### config.mk
export PLATFORM = sky130hd
export DESIGN_NAME = move_sequencer
export DESIGN_NICKNAME = d
export VERILOG_FILES = /design/src/rtl/move_sequencer.sv
export SDC_FILE = /design/constraint.sdc
export NUM_CORES = 1
export LEC_CHECK = 0
export CAP_MARGIN = 20
export CORE_MARGIN = 2
export CORE_UTILIZATION = 49
export DETAILED_ROUTE_END_ITERATION = 12
export PLACE_DENSITY = 0.73
export SLEW_MARGIN = 20
export SYNTH_ARGS = -nofsm -noshare
export SYNTH_HDL_FRONTEND = slang
export SYNTH_SLANG_ARGS = --single-unit
### constraint.sdc
create_clock -name clock -period 5.8 [get_ports clock]
set_input_delay 0.87 -clock clock [delete_from_list [all_inputs] [get_ports clock]]
set_output_delay 0.87 -clock clock [all_outputs]
set_load 0.02 [all_outputs]
### src/rtl/move_sequencer.sv
// Othello per-move controller: sweeps 8 directions via the validator, then flips and places.
// Define MOVE_SEQ_FLIP_COUNT_EN to build the saturating flip counter on flip_count_o.
module move_sequencer #(
    parameter int unsigned BOARD_W = 10,
    parameter int unsigned ADDR_W  = 7
) (
    input  logic              clock,
    input  logic              reset,
    input  logic              start,
    input  logic              player,
    input  logic [ADDR_W-1:0] move_addr,
    input  logic              s_done_in,
    input  logic              dir_status_in,
    input  logic [1:0]        mem_data_in,
    output logic              ld_vali_o,
    output logic              start_vali_o,
    output logic [ADDR_W-1:0] step_o,
    output logic [ADDR_W-1:0] s_addr_o,
    output logic              ctrl_mem_o,
    output logic [ADDR_W-1:0] mem_addr_o,
    output logic              mem_wren_o,
    output logic [1:0]        mem_data_o,
    output logic [7:0]        dir_mask_o,
    output logic              legal_o,
    output logic              done_o,
    output logic [5:0]        flip_count_o
);

    typedef enum logic [3:0] {
        StIdle, StLoad, StLaunch, StWait, StDecide, StFrd, StFchk, StFwr, StPlace, StDone
    } state_e;

    state_e     state_q;
    logic [2:0] idx_q;
    logic [2:0] walk_q;
    logic [1:0] colour_q;
    logic [2:0] first_idx;
    logic [2:0] next_idx;
    logic       next_found;
    logic       flip_wr;

    function automatic logic [ADDR_W-1:0] dir_step(input logic [2:0] idx);
        logic [ADDR_W-1:0] w;
        w = ADDR_W'(BOARD_W);
        case (idx)
            3'd0:    dir_step = ADDR_W'(0) - w - ADDR_W'(1);
            3'd1:    dir_step = ADDR_W'(0) - w;
            3'd2:    dir_step = ADDR_W'(0) - w + ADDR_W'(1);
            3'd3:    dir_step = ADDR_W'(0) - ADDR_W'(1);
            3'd4:    dir_step = ADDR_W'(1);
            3'd5:    dir_step = w - ADDR_W'(1);
            3'd6:    dir_step = w;
            default: dir_step = w + ADDR_W'(1);
        endcase
    endfunction

    // Lowest set mask bit overall, and lowest set bit above the direction being walked.
    always_comb begin
        first_idx  = 3'd0;
        next_idx   = 3'd0;
        next_found = 1'b0;
        for (int i = 7; i >= 0; i--) begin
            if (dir_mask_o[i]) begin
                first_idx = 3'(i);
            end
            if (dir_mask_o[i] && (3'(i) > idx_q)) begin
                next_idx   = 3'(i);
                next_found = 1'b1;
            end
        end
    end

    // Walk is capped at 7 flips so a corrupt board cannot loop forever.
    assign flip_wr = (state_q == StFchk) && (mem_data_in == ~colour_q) && (walk_q != 3'd7);

    always_ff @(posedge clock or negedge reset) begin
        if (!reset) begin
            state_q      <= StIdle;
            idx_q        <= 3'd0;
            walk_q       <= 3'd0;
            colour_q     <= 2'b00;
            ld_vali_o    <= 1'b0;
            start_vali_o <= 1'b0;
            step_o       <= '0;
            s_addr_o     <= '0;
            ctrl_mem_o   <= 1'b0;
            mem_addr_o   <= '0;
            mem_wren_o   <= 1'b0;
            mem_data_o   <= 2'b00;
            dir_mask_o   <= 8'd0;
            legal_o      <= 1'b0;
            done_o       <= 1'b0;
        end else begin
            ld_vali_o <= 1'b0;
            done_o    <= 1'b0;
            case (state_q)
                StIdle: begin
                    if (start) begin
                        colour_q   <= player ? 2'b10 : 2'b01;
                        s_addr_o   <= move_addr;
                        dir_mask_o <= 8'd0;
                        legal_o    <= 1'b0;
                        idx_q      <= 3'd0;
                        ld_vali_o  <= 1'b1;
                        step_o     <= dir_step(3'd0);
                        state_q    <= StLoad;
                    end
                end
                StLoad: begin
                    start_vali_o <= 1'b1;
                    state_q      <= StLaunch;
                end
                StLaunch: state_q <= StWait;
                StWait: begin
                    if (s_done_in) begin
                        dir_mask_o[idx_q] <= dir_status_in;
                        start_vali_o      <= 1'b0;
                        if (idx_q == 3'd7) begin
                            state_q <= StDecide;
                        end else begin
                            idx_q     <= idx_q + 3'd1;
                            ld_vali_o <= 1'b1;
                            step_o    <= dir_step(idx_q + 3'd1);
                            state_q   <= StLoad;
                        end
                    end
                end
                StDecide: begin
                    if (dir_mask_o == 8'd0) begin
                        legal_o <= 1'b0;
                        done_o  <= 1'b1;
                        state_q <= StIdle;
                    end else begin
                        idx_q      <= first_idx;
                        mem_addr_o <= s_addr_o + dir_step(first_idx);
                        ctrl_mem_o <= 1'b1;
                        walk_q     <= 3'd0;
                        state_q    <= StFrd;
                    end
                end
                StFrd: state_q <= StFchk;
                StFchk: begin
                    if (flip_wr) begin
                        mem_wren_o <= 1'b1;
                        mem_data_o <= colour_q;
                        walk_q     <= walk_q + 3'd1;
                        state_q    <= StFwr;
                    end else if (next_found) begin
                        idx_q      <= next_idx;
                        mem_addr_o <= s_addr_o + dir_step(next_idx);
                        walk_q     <= 3'd0;
                        state_q    <= StFrd;
                    end else begin
                        mem_addr_o <= s_addr_o;
                        mem_wren_o <= 1'b1;
                        mem_data_o <= colour_q;
                        state_q    <= StPlace;
                    end
                end
                StFwr: begin
                    mem_wren_o <= 1'b0;
                    mem_addr_o <= mem_addr_o + dir_step(idx_q);
                    state_q    <= StFrd;
                end
                StPlace: begin
                    mem_wren_o <= 1'b0;
                    mem_addr_o <= '0;
                    mem_data_o <= 2'b00;
                    ctrl_mem_o <= 1'b0;
                    legal_o    <= 1'b1;
                    done_o     <= 1'b1;
                    state_q    <= StDone;
                end
                StDone:  state_q <= StIdle;
                default: state_q <= StIdle;
            endcase
        end
    end

`ifdef MOVE_SEQ_FLIP_COUNT_EN
    logic [5:0] flips_q;

    always_ff @(posedge clock or negedge reset) begin
        if (!reset) begin
            flips_q <= 6'd0;
        end else if (start && (state_q == StIdle)) begin
            flips_q <= 6'd0;
        end else if (flip_wr && (flips_q != 6'd63)) begin
            flips_q <= flips_q + 6'd1;
        end
    end

    assign flip_count_o = flips_q;
`else
    assign flip_count_o = 6'd0;
`endif

endmodule

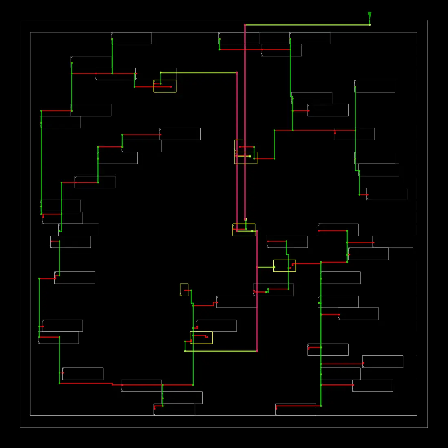
Fig. 1. Clock wiring as the flow saved it.
Clock group: 0.000194 W
TritonCTS buffer count: 5
Clock buffer cells: 5
number of clock sinks: 46

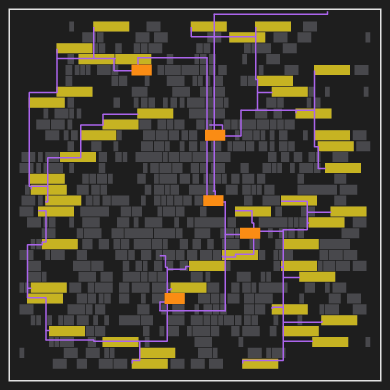
Fig. 2. Clock distribution.
Scale: 4 px per um.
[flip-flops] yellow | count: 46
[clock wires] purple | length: 675 um
[clock drivers] orange | count: 5
flops lie: all over the die
routed clock nets: 6
clock network fraction of design power: 10.4%
clk latency late pin: 0.31 ns
final worst clock skew: 0.00399 ns

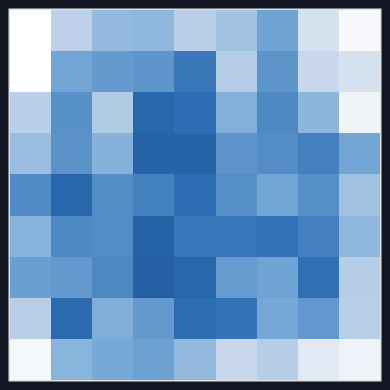
Fig. 3. Local utilization.
Scale: 4 px per um. 9 x 9 tiles, from white (low) to dark blue (high), 0 to 100% covered.
mean over tiles: 50%
fullest tile: 81%
tiles over 75% full: 12%
nearly empty tiles: 2.5%
Floorplan Utilization: 50.2%
Core ar.: 7650 um2
Final Core Density: 57.8%

==> qor.yml <==
outcome: "completed"
drt_iter0_drc: 285
ys_sh_aoi_pct: 24.5
clk_path_buf_depth: 2
largest_net_degree_at_the_start_of_global_routing: 47
netlist_top_cells_area: "sky130_fd_sc_hd__dfrtp_1, sky130_fd_sc_hd__ha_1, sky130_fd_sc_hd__nand2_1"
top_cell_area_share_pct: 30.0
antenna_left: 0
place.detailed.hpwl_mm: 7.55
p_leak_nw: 1.88
number_of_post_cts_setup_repair_buffers: 0
layout.area.seq_um2: 1150
report.final.hold_viol_count: 0
cts-htree-levels: 2
mux_area_share_pct: 2.25
endpoint_kind: "flop"
met3RoutedLength_um: 804
nNetsFinal: 530
met1Wirelength_mm: 4.52
finalCritPeriodShare_pct: 76.1
synth.cellmix.xorXnorShare_pct: 3.19
n_antenna_cell: 0
number_of_maximum_capacitance_violations: 0
hp-class: "flop to flop"
crit_path_cell_trace: "clkinv_1, ha_1, nor2b_1, o21ai_1, a21oi_1, o21bai_1, nand2_1, o221ai_1, ha_1, inv_1, fa_1, nor2b_1, o31a_1, o22ai_1, or3_1, mux2_4, a31oi_1"
vias_per_cell: 6.00
route.detailed.drc: 0
tritoncts_clock_tree: "built"
fmax_mhz: 226
global_route_wire_length_before_repair_mm: 17.0
r2r_end: "mem_addr_o[6]"
grt_antenna_before_repair: 0
slew_violations: 0
finalCriticalPeriod_ns: 4.42
setup_total_negative_slack_ns: 0
synth_area_per_inst_um2: 8.55
grt_setup_unrepaired: "no"
syn2layout_area_growth_pct: 15.1
die_y_um: 92.5
synthArstFlopShare_pct: 100
cell_variety_after_synth: 79
placement_rows: 32
cellPowerDensity_nw_per_um2: 420
clock-root-buffer: "sky130_fd_sc_hd__clkbuf_8"
gr-total-overflow: 0
timing.critical_path.to: "mem_addr_o[6]"
[power breakdown]
| part | internal, W | leakage [nW] | switching, W | total (W) |
|---|---|---|---|---|
| Sequential | 0.000389 | 0.579 | 0.000145 | 0.000534 |
| Clock | 0.0000811 | 0.0438 | 0.000113 | 0.000194 |
| Combinational | 0.000501 | 1.26 | 0.000628 | 0.00113 |
| Total | 0.000972 | 1.88 | 0.000886 | 0.00186 |
[area by class of cell]
type	count	share of cell area (%)
clock buffer	5	1.56
clock inverter	2	0.227
timing repair buffer	51	11.5
sequential	46	26.0
tap	102	2.89
inverter	15	1.27
multi-input combinational	366	56.5
[worst min-delay path by stage]
stage	endpoint	cells past startpoint	slack (ns)	start
2_1_floorplan	walk_q[1]	1	0.47	walk_q[1]
3_3_place_gp	start_vali_o	2	0.47	start_vali_o
3_5_place_dp	start_vali_o	2	0.49	start_vali_o
4_1_cts	start_vali_o	2	0.51	start_vali_o
5_1_grt	ctrl_mem_o	2	0.54	ctrl_mem_o
6_report	start_vali_o	2	0.49	start_vali_o
[cells in the mapped netlist, drive strengths merged (10+ instances only)]
cell type	instances
buf	19
dfrtp	46
nand2b	11
nand2	56
nor2	40
inv	14
a21oi	35
nand3	17
ha	27
o21ai	27
xnor2	10
[metrics by stage]
stage | cells | setup slack [ns] | power, W | instance area [um2] | hold WS (ns)
finish | 587 | 1.38 | 0.00186 | 4420 | 0.494
global placement | 580 | 1.64 | 0.00163 | 4340 | 0.466
global route | 587 | 1.01 | 0.00202 | 4420 | 0.540
floorplan | 454 | 2.05 | 0.00133 | 3860 | 0.470
CTS | 587 | 1.43 | 0.00186 | 4420 | 0.510
detailed placement | 580 | 1.47 | 0.00166 | 4340 | 0.490
[sequential cells by signal, indices dropped and copies added, names as in the netlist]
name / flops
dir_mask_o: 8
mem_addr_o: 7
s_addr_o: 7
state_q: 4
step_o: 4
idx_q: 3
walk_q: 3
colour_q: 2
mem_data_o: 2
ctrl_mem_o: 1
done_o: 1
ld_vali_o: 1
legal_o: 1
mem_wren_o: 1
start_vali_o: 1
[critical path, delay by kind of cell, from the launching register on]
| family | cells | cell delay, ns |
|---|---|---|
| AOI/OAI and AO/OA | 7 | 1.20 |
| adders and majority gates | 3 | 1.01 |
| muxes | 1 | 0.27 |
| DFF | 1 | 0.67 |
| buffers and inverters | 2 | 0.47 |
| and+or+nand+nor | 4 | 0.73 |
[cells by family (layout without fill, tap and decap cells)]
| family | after synthesis | count (layout) |
|---|---|---|
| AND-OR/OR-AND | 134 | 134 |
| XOR/XNOR | 14 | 14 |
| adder cells (fa/ha/maj) | 30 | 30 |
| buffers and inverters | 42 | 73 |
| flip-flops | 46 | 46 |
| multiplexers | 8 | 8 |
| other | 1 | 6 |
| AND/OR/NAND/NOR | 174 | 174 |
[layer usage]
metal | vias up | GRT usage [%]
li1 | 1691 | -
met1 | 1681 | 36.1
met2 | 134 | 37.6
met3 | 18 | 4.15
met4 | 0 | 8.96
met5 | - | 0
Power figures rest on the tool's default switching activity, not on a simulated workload.
